Fig. 1: run 1, routing congestion map
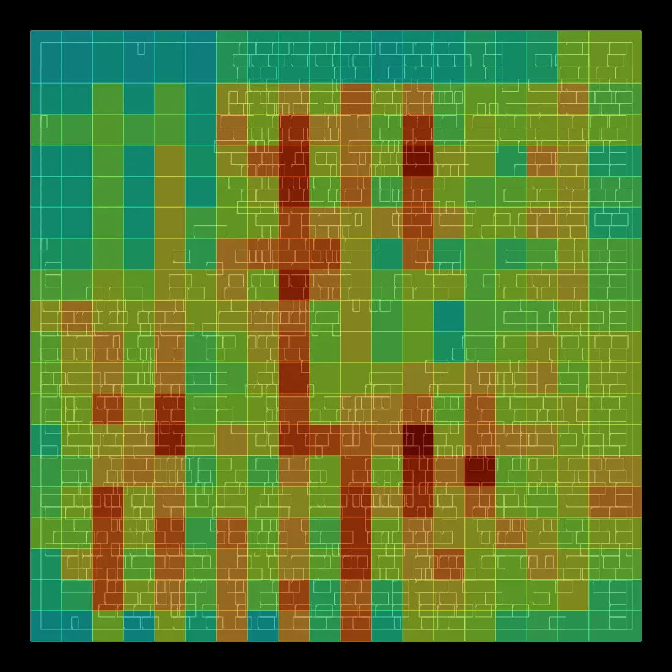
Fig. 2: run 1, register map, names as in the netlist
Drawn at 3 px/um. Other sequential cells in the stronger grey, the rest of the logic in the fainter grey.
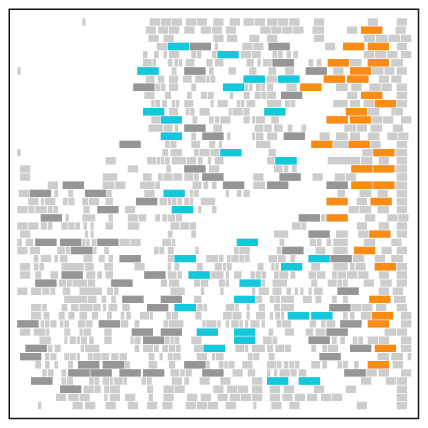
Fig. 3: run 1, logic cells by family
Drawn at 2 px/um.
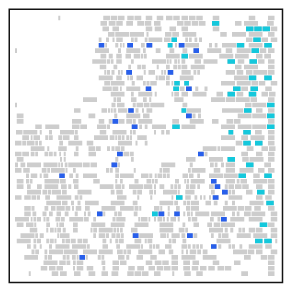
Design instruction_fetch_flat, sky130hd; sources not shown.
==> impl_table.tex, run 1 <==
% Implementation results table
\begin{tabular}{lr}
\hline
Metric & Value \\
\hline
\multicolumn{2}{l}{\textbf{Status}} \\
Status & finished, final reports clean \\
\multicolumn{2}{l}{\textbf{Critical path}} \\
Kind of start point of the critical path & input pin \\
Required time at the endpoint of the critical path & $\sim$8300 ps \\
Setup slack of the most critical reg-to-reg path & roughly 5500 ps \\
CP Max Fanout & approximately 44 \\
Category of the critical setup timing path & input pin to flop \\
Critical Path End Type & flop \\
Number of cells on the worst reg-to-reg path & 6 \\
Data arrival time of the worst path & $\sim$6000 ps \\
\multicolumn{2}{l}{\textbf{Synth}} \\
Post-synthesis async set-or-reset flop share & 0\% \\
Leading register cell type out of synthesis & sky130\_fd\_sc\_hd\_\_dfxtp\_1 \\
Largest family of logic cells by area & AND-OR/OR-AND gates \\
Area fraction in full adders, half adders and majority gates & 0.411\% \\
Cell variety after synth & between 50 and 60 \\
Gate count of the mapped netlist & between 600 and 700 \\
Post-synthesis cell type with the largest instance count & sky130\_fd\_sc\_hd\_\_dfxtp\_1 \\
Post-Synth Simple-Gate Area & about a fifth \\
Syn Area/Cell & between 8 and 9 sq um \\
Xor/xnor cell area share of the yosys netlist & 4.17\% \\
Number of register bits inferred by synthesis & about 130 \\
Tally of yosys warning messages & 0 \\
Area fraction in compound gates after synthesis & 24.5\% \\
Total cells reported by yosys after synthesis & $\sim$700 \\
Synthesized cell area & 6090 sq um \\
Top area cells in the synthesized netlist & sky130\_fd\_sc\_hd\_\_dfxtp\_1 (41\%), sky130\_fd\_sc\_hd\_\_o221a\_2 (6.1\%), sky130\_fd\_sc\_hd\_\_o21ai\_0 (5.3\%) \\
Number of flops mapped to enable cells by yosys & 0 \\
\multicolumn{2}{l}{\textbf{Detailed routing}} \\
Drt drc & 0 \\
Detailed Route Iter0 Violations & about 250 \\
First-pass detailed-route iteration total & 5 \\
Via total after detailed routing & about 6000 \\
Antenna-violating nets left & 0 \\
Met3 Wirelength & roughly 1700 um \\
Vias per std cell & approximately 5.4 \\
Highest metal layer with signal wires & met4 \\
\multicolumn{2}{l}{\textbf{Place}} \\
DP Wirelength & roughly 14000 um \\
Place WS & 1860 ps \\
Number of input and output port buffers inserted & about 220 \\
Placer's final routability congestion estimate & between 0.8 and 0.9 \\
Post-Place Cell Area & just over 8000 sq um \\
\multicolumn{2}{l}{\textbf{Final layout}} \\
Count of multi-input combinational gates & 480 \\
Share of final layout cell area taken by non-clock buffers & between 20\% and 30\% \\
Non-clock buffers & between 200 and 250 \\
Count of antenna diodes in the layout & 0 \\
Most instantiated logic cells after routing & sky130\_fd\_sc\_hd\_\_clkdlybuf4s50\_1 (222), sky130\_fd\_sc\_hd\_\_dfxtp\_1 (126), sky130\_fd\_sc\_hd\_\_o21ai\_0 (64) \\
Layout clock buffers & 18 \\
Dominant kind of cell by area & multi-input combinational cells \\
Final \#Nets & about 940 \\
Summed area of non-filler cells in the final layout & $\sim$8600 sq um \\
Number of fillers in the final layout & between 1500 and 2000 \\
Logic area & $\sim$3100 sq um \\
Syn-to-layout area delta & 41.1\% \\
\multicolumn{2}{l}{\textbf{Floorplan}} \\
Core Box Area & $\sim$17000 sq um \\
Die width & around 140 um \\
Top-level I/O count & about 230 \\
Floorplan Utilization & a little over a third \\
Chip area & 18500 sq um \\
Tap Count & between 200 and 250 \\
\multicolumn{2}{l}{\textbf{Pwr}} \\
Portion of total power attributed to combinational logic & 9.9\% \\
Leakage component of the power & 2.95 nW \\
Internal portion of total power & 0.000966 W \\
Part of the total power dissipated in the clock network & 41.2\% \\
Maximum vdd ir drop & 0.0874 mV \\
Pwr/cell area & about 150 nW/um\^{}2 \\
Register share of total power & around half \\
Sum of internal, switching and leakage power & between 0.001 and 0.0015 W \\
Sw power & 0.000361 W \\
\multicolumn{2}{l}{\textbf{CTS}} \\
Clk\_lat worst skew & around 450 ps \\
CTS Buffer Depth & 2 \\
CTS buffer count & 17 \\
CTS clock-pin slew for the worst setup and hold paths & approximately 80 ps \\
Hold buffer count at cts & 0 \\
Clock root buffer & sky130\_fd\_sc\_hd\_\_clkbuf\_8 \\
Post-CTS setup-driven buffer insertion count & 0 \\
\# resized after CTS & 0 \\
Clock tree from TritonCTS & yes \\
\multicolumn{2}{l}{\textbf{Timing}} \\
Final count of negative-setup-slack endpoints & 0 \\
Number of endpoints with negative hold slack in the final report & 0 \\
Achievable clock frequency & around 180 MHz \\
Setup TNS & 0 ps \\
Worst hold slack across all endpoints & approximately 330 ps \\
Setup repair after global routing missed its margin & no \\
Worst relative slew slack & about a third \\
Slack of the critical path & 2410 ps \\
Max Transition Viols Final & 0 \\
Ratio of final minimum period to clock period & approximately 70\% \\
\multicolumn{2}{l}{\textbf{Global routing}} \\
Met2 capacity usage during global routing & about a third \\
First-pass GRT wire length & around 30000 um \\
Met3 global-route usage & under 10\% \\
Pin count of the biggest net entering global routing & around 64 \\
Overall overflow remaining after global route & 0 \\
Number of global-route vias before repair & about 5500 \\
Number of antenna violations at the first check in global routing & 0 \\
\multicolumn{2}{l}{\textbf{Run}} \\
Max\_cap viols & 0 \\
Log Warnings & 28 \\
\multicolumn{2}{l}{\textbf{Hold path}} \\
Worst hold path depth & 1 \\
Type of the most critical hold path & flop to flop \\
\hline
\end{tabular}
About Fig. 1:
peak-usage layer in the global routing report: met2
routed length per instance: 17.6 um
overall track demand over capacity in global routing: 20.9%
core utilization of the finished layout: 50.0%
met1 usage: 24.8%

About Fig. 2:
[`u_core.o_ifid_instr`] orange | flops: 32 | where: a vertical strip on the right
[`u_core.u_pc_register.o_pc`] cyan | flops: 30
not coloured: 64
seq pwr: 0.000649 W
Register Area: 2520 sq um
Seq area share: 29.3%

About Fig. 3:
[xor and xnor cells] blue | cells: 29 | most used: xnor2_1
[non-inverting ao/oa cells] cyan | cells: 43 | most used: o221a_2
highest-count logic cell in the final layout: sky130_fd_sc_hd__clkdlybuf4s50_1
final std cells w/o fill: 1104

## run 1: power by group through the flow
| stage | logic, W | registers (W) | clock network, W |
|---|---|---|---|
| after floorplan | 0.0000623 | 0.000657 | 0 |
| after detailed placement | 0.000131 | 0.000664 | 0 |
| after global routing | 0.000141 | 0.000652 | 0.000588 |
| after global placement | 0.000131 | 0.000663 | 0 |
| after CTS | 0.000132 | 0.000649 | 0.000562 |
| final | 0.000131 | 0.000649 | 0.000547 |
## run 1: critical path, cell delays in order
cell	delay, ps
sky130_fd_sc_hd__clkdlybuf4s50_1	450
sky130_fd_sc_hd__buf_4	420
sky130_fd_sc_hd__inv_1	580
sky130_fd_sc_hd__o21ai_1	900
sky130_fd_sc_hd__nor2b_1	700
sky130_fd_sc_hd__o311ai_0	240
sky130_fd_sc_hd__o311ai_0	130
--- run 2 (diff from run 1) ---
==> constraint.sdc (replaced) <==
create_clock -name i_clk -period 5.6 [get_ports i_clk]
set_clock_uncertainty 0.15 [all_clocks]
set_input_delay 1.68 -clock i_clk [delete_from_list [all_inputs] [get_ports i_clk]]
set_output_delay 1.68 -clock i_clk [all_outputs]
set_load 0.005 [all_outputs]
Fig. 4: run 2, routing congestion map
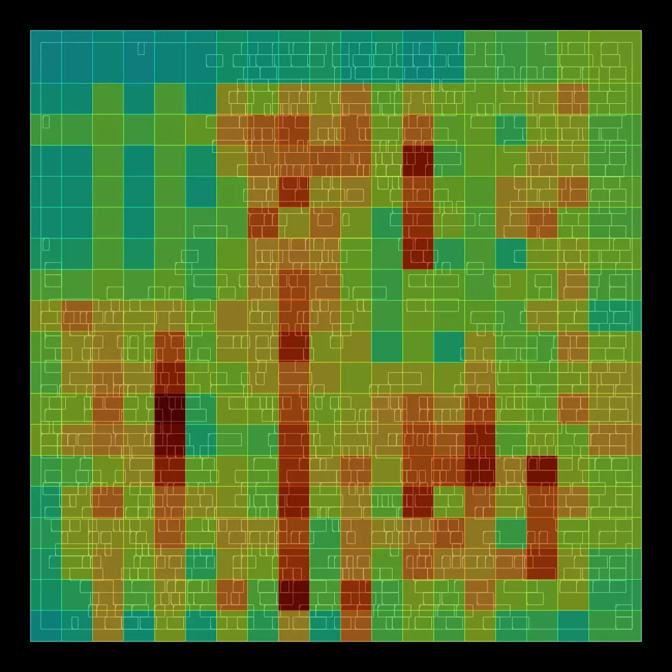
core utilization of the finished layout: 50.5%
met3 global-route usage: 7.57%
met1 usage: 25.8%

==> impl_table.tex, run 2 <==
% Implementation results table
\begin{tabular}{lr}
\hline
Metric & Value \\
\hline
\multicolumn{2}{l}{\textbf{Hold path}} \\
Type of the most critical hold path & flop to flop (unchanged) \\
Worst hold path depth & 1 (unchanged) \\
\multicolumn{2}{l}{\textbf{Synth}} \\
Number of register bits inferred by synthesis & 126 (unchanged) \\
Syn Area/Cell & 8.74 sq um (unchanged) \\
Top area cells in the synthesized netlist & sky130\_fd\_sc\_hd\_\_dfxtp\_1 (41\%), sky130\_fd\_sc\_hd\_\_o221a\_2 (6.1\%), sky130\_fd\_sc\_hd\_\_o21ai\_0 (5.3\%) (unchanged) \\
Total cells reported by yosys after synthesis & 697 (unchanged) \\
Number of flops mapped to enable cells by yosys & 0 (unchanged) \\
Cell variety after synth & 59 (unchanged) \\
Synthesized cell area & 6090 sq um (unchanged) \\
Post-synthesis async set-or-reset flop share & 0\% (unchanged) \\
\multicolumn{2}{l}{\textbf{Final layout}} \\
Final \#Nets & 941 (was 938) \\
Non-clock buffers & 232 (was 229) \\
Count of antenna diodes in the layout & 1 (was 0) \\
Share of final layout cell area taken by non-clock buffers & 26.5\% (was 26.4\%) \\
Final std cells w/o fill & 1108 (was 1104) \\
Seq area share & 29.1\% (was 29.3\%) \\
Summed area of non-filler cells in the final layout & 8670 sq um (was 8600 sq um) \\
Count of multi-input combinational gates & 480 (unchanged) \\
Register Area & 2520 sq um (unchanged) \\
Highest-count logic cell in the final layout & sky130\_fd\_sc\_hd\_\_clkdlybuf4s50\_1 (unchanged) \\
Syn-to-layout area delta & 42.4\% (was 41.1\%) \\
Logic area & 3080 sq um (unchanged) \\
Layout clock buffers & 17 (was 18) \\
\multicolumn{2}{l}{\textbf{Global routing}} \\
Overall track demand over capacity in global routing & 21.4\% (was 20.9\%) \\
Peak-usage layer in the global routing report & met2 (unchanged) \\
Met2 capacity usage during global routing & 32.9\% (was 33.5\%) \\
Overall overflow remaining after global route & 0 (unchanged) \\
First-pass GRT wire length & 30000 um (was 29200 um) \\
Number of global-route vias before repair & 5640 (was 5465) \\
Number of antenna violations at the first check in global routing & 1 (was 0) \\
\multicolumn{2}{l}{\textbf{Run}} \\
Log Warnings & 28 (unchanged) \\
Max\_cap viols & 0 (unchanged) \\
\multicolumn{2}{l}{\textbf{Timing}} \\
Slack of the critical path & 1620 ps (was 2410 ps) \\
Number of endpoints with negative hold slack in the final report & 0 (unchanged) \\
Achievable clock frequency & 251 MHz \\
Max Transition Viols Final & 0 (unchanged) \\
Setup repair after global routing missed its margin & no (unchanged) \\
Worst relative slew slack & 30.4\% (was 34.0\%) \\
Setup TNS & 0 ps (unchanged) \\
Worst hold slack across all endpoints & 323 ps (was 327 ps) \\
\multicolumn{2}{l}{\textbf{Critical path}} \\
Cell with the largest stage delay on the worst path & sky130\_fd\_sc\_hd\_\_or4\_4 (was sky130\_fd\_sc\_hd\_\_o21ai\_1) \\
Setup slack of the most critical reg-to-reg path & 2990 ps (was 5470 ps) \\
Crit-path leading delay family & simple AND/OR/NAND/NOR gates (was buffers and inverters) \\
Number of cells on the worst reg-to-reg path & 5 (was 6) \\
Critical Path End Type & flop (unchanged) \\
Sequence of cells on the critical path & clkdlybuf4s50\_1, buf\_4, or4\_4, nor4\_4, o211ai\_1, or3\_1, a21oi\_1 (was clkdlybuf4s50\_1, buf\_4, inv\_1, o21ai\_1, nor2b\_1, o311ai\_0, o311ai\_0) \\
Path length in cells of the critical path & 7 (unchanged) \\
CP Max Fanout & 17 (was 44) \\
Required time at the endpoint of the critical path & 5830 ps (was 8290 ps) \\
Kind of start point of the critical path & input pin (unchanged) \\
Crit path largest cell delay & 620 ps (was 900 ps) \\
Data arrival time of the worst path & 4210 ps (was 5890 ps) \\
WP buf/inv & 2 (was 3) \\
Category of the critical setup timing path & input pin to flop (unchanged) \\
\multicolumn{2}{l}{\textbf{CTS}} \\
CTS buffer count & 17 (unchanged) \\
Hold buffer count at cts & 0 (unchanged) \\
Clk\_lat worst skew & 450 ps (about the same) \\
\# resized after CTS & 0 (unchanged) \\
Post-CTS setup-driven buffer insertion count & 0 (unchanged) \\
Clock root buffer & sky130\_fd\_sc\_hd\_\_clkbuf\_8 (unchanged) \\
CTS clock-pin slew for the worst setup and hold paths & 80 ps (about the same) \\
Clock tree from TritonCTS & yes (unchanged) \\
CTS Buffer Depth & 2 (unchanged) \\
\multicolumn{2}{l}{\textbf{Place}} \\
Placer's final routability congestion estimate & 0.835 (was 0.833) \\
DP Wirelength & 13700 um (was 13600 um) \\
Post-Place Cell Area & 8230 sq um (was 8200 sq um) \\
Place WS & 1160 ps (was 1860 ps) \\
Number of input and output port buffers inserted & 223 (unchanged) \\
\multicolumn{2}{l}{\textbf{Floorplan}} \\
Tap Count & 225 (unchanged) \\
Core Box Area & 17200 sq um (unchanged) \\
Floorplan Utilization & 35.5\% (unchanged) \\
Number of placement rows & 48 (unchanged) \\
Chip area & 18500 sq um (unchanged) \\
\multicolumn{2}{l}{\textbf{Detailed routing}} \\
Met3 Wirelength & 1780 um (was 1720 um) \\
First-pass detailed-route iteration total & 5 (unchanged) \\
Antenna-violating nets left & 0 (unchanged) \\
Detailed Route Iter0 Violations & 273 (was 248) \\
Drt drc & 0 (unchanged) \\
Routed length per instance & 17.7 um (was 17.6 um) \\
\multicolumn{2}{l}{\textbf{Pwr}} \\
Sum of internal, switching and leakage power & 0.00203 W (was 0.00133 W) \\
Maximum vdd ir drop & 0.147 mV (was 0.0874 mV) \\
Pwr/cell area & 234 nW/um\^{}2 (was 154 nW/um\^{}2) \\
\multicolumn{2}{l}{\textbf{Status}} \\
Status & finished, final reports clean (unchanged) \\
\hline
\end{tabular}
Fig. 5: run 2, metal 1
Drawn at 2 px/um.
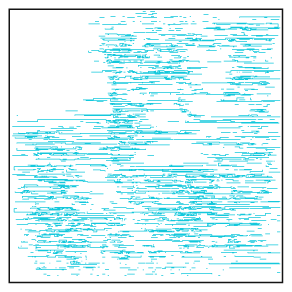
longest straight run: 46.5 um
wire length on this layer: 8380 um
nets with wire on the layer: 807
main direction: horizontal
detailed-route wire length: 19600 um
via total after detailed routing: 6080

## run 2: logic make-up (layout without fill, tap and decap cells)
group           after synthesis  in the layout  share of synthesized area, %
mux                           7              7                          1.21
compound gates              221            221                          24.5
simple gates                215            215                          19.7
xor+xnor                     29             29                          4.17
fa+ha+maj                     2              2                         0.411
flops                       126            126                          41.4
buf+inv                      96            276                          8.52
other cells                   1              7                        0.0616
## run 2: power by group
group	switching, W	internal (W)	leakage, nW
clock	0.000404	0.000491	0.217
combinational	0.0000810	0.000110	1.76
sequential	0.0000283	0.000911	1.02
total	0.000513	0.00151	2.99
No activity file was given, so power comes from the tool's default toggle rates.
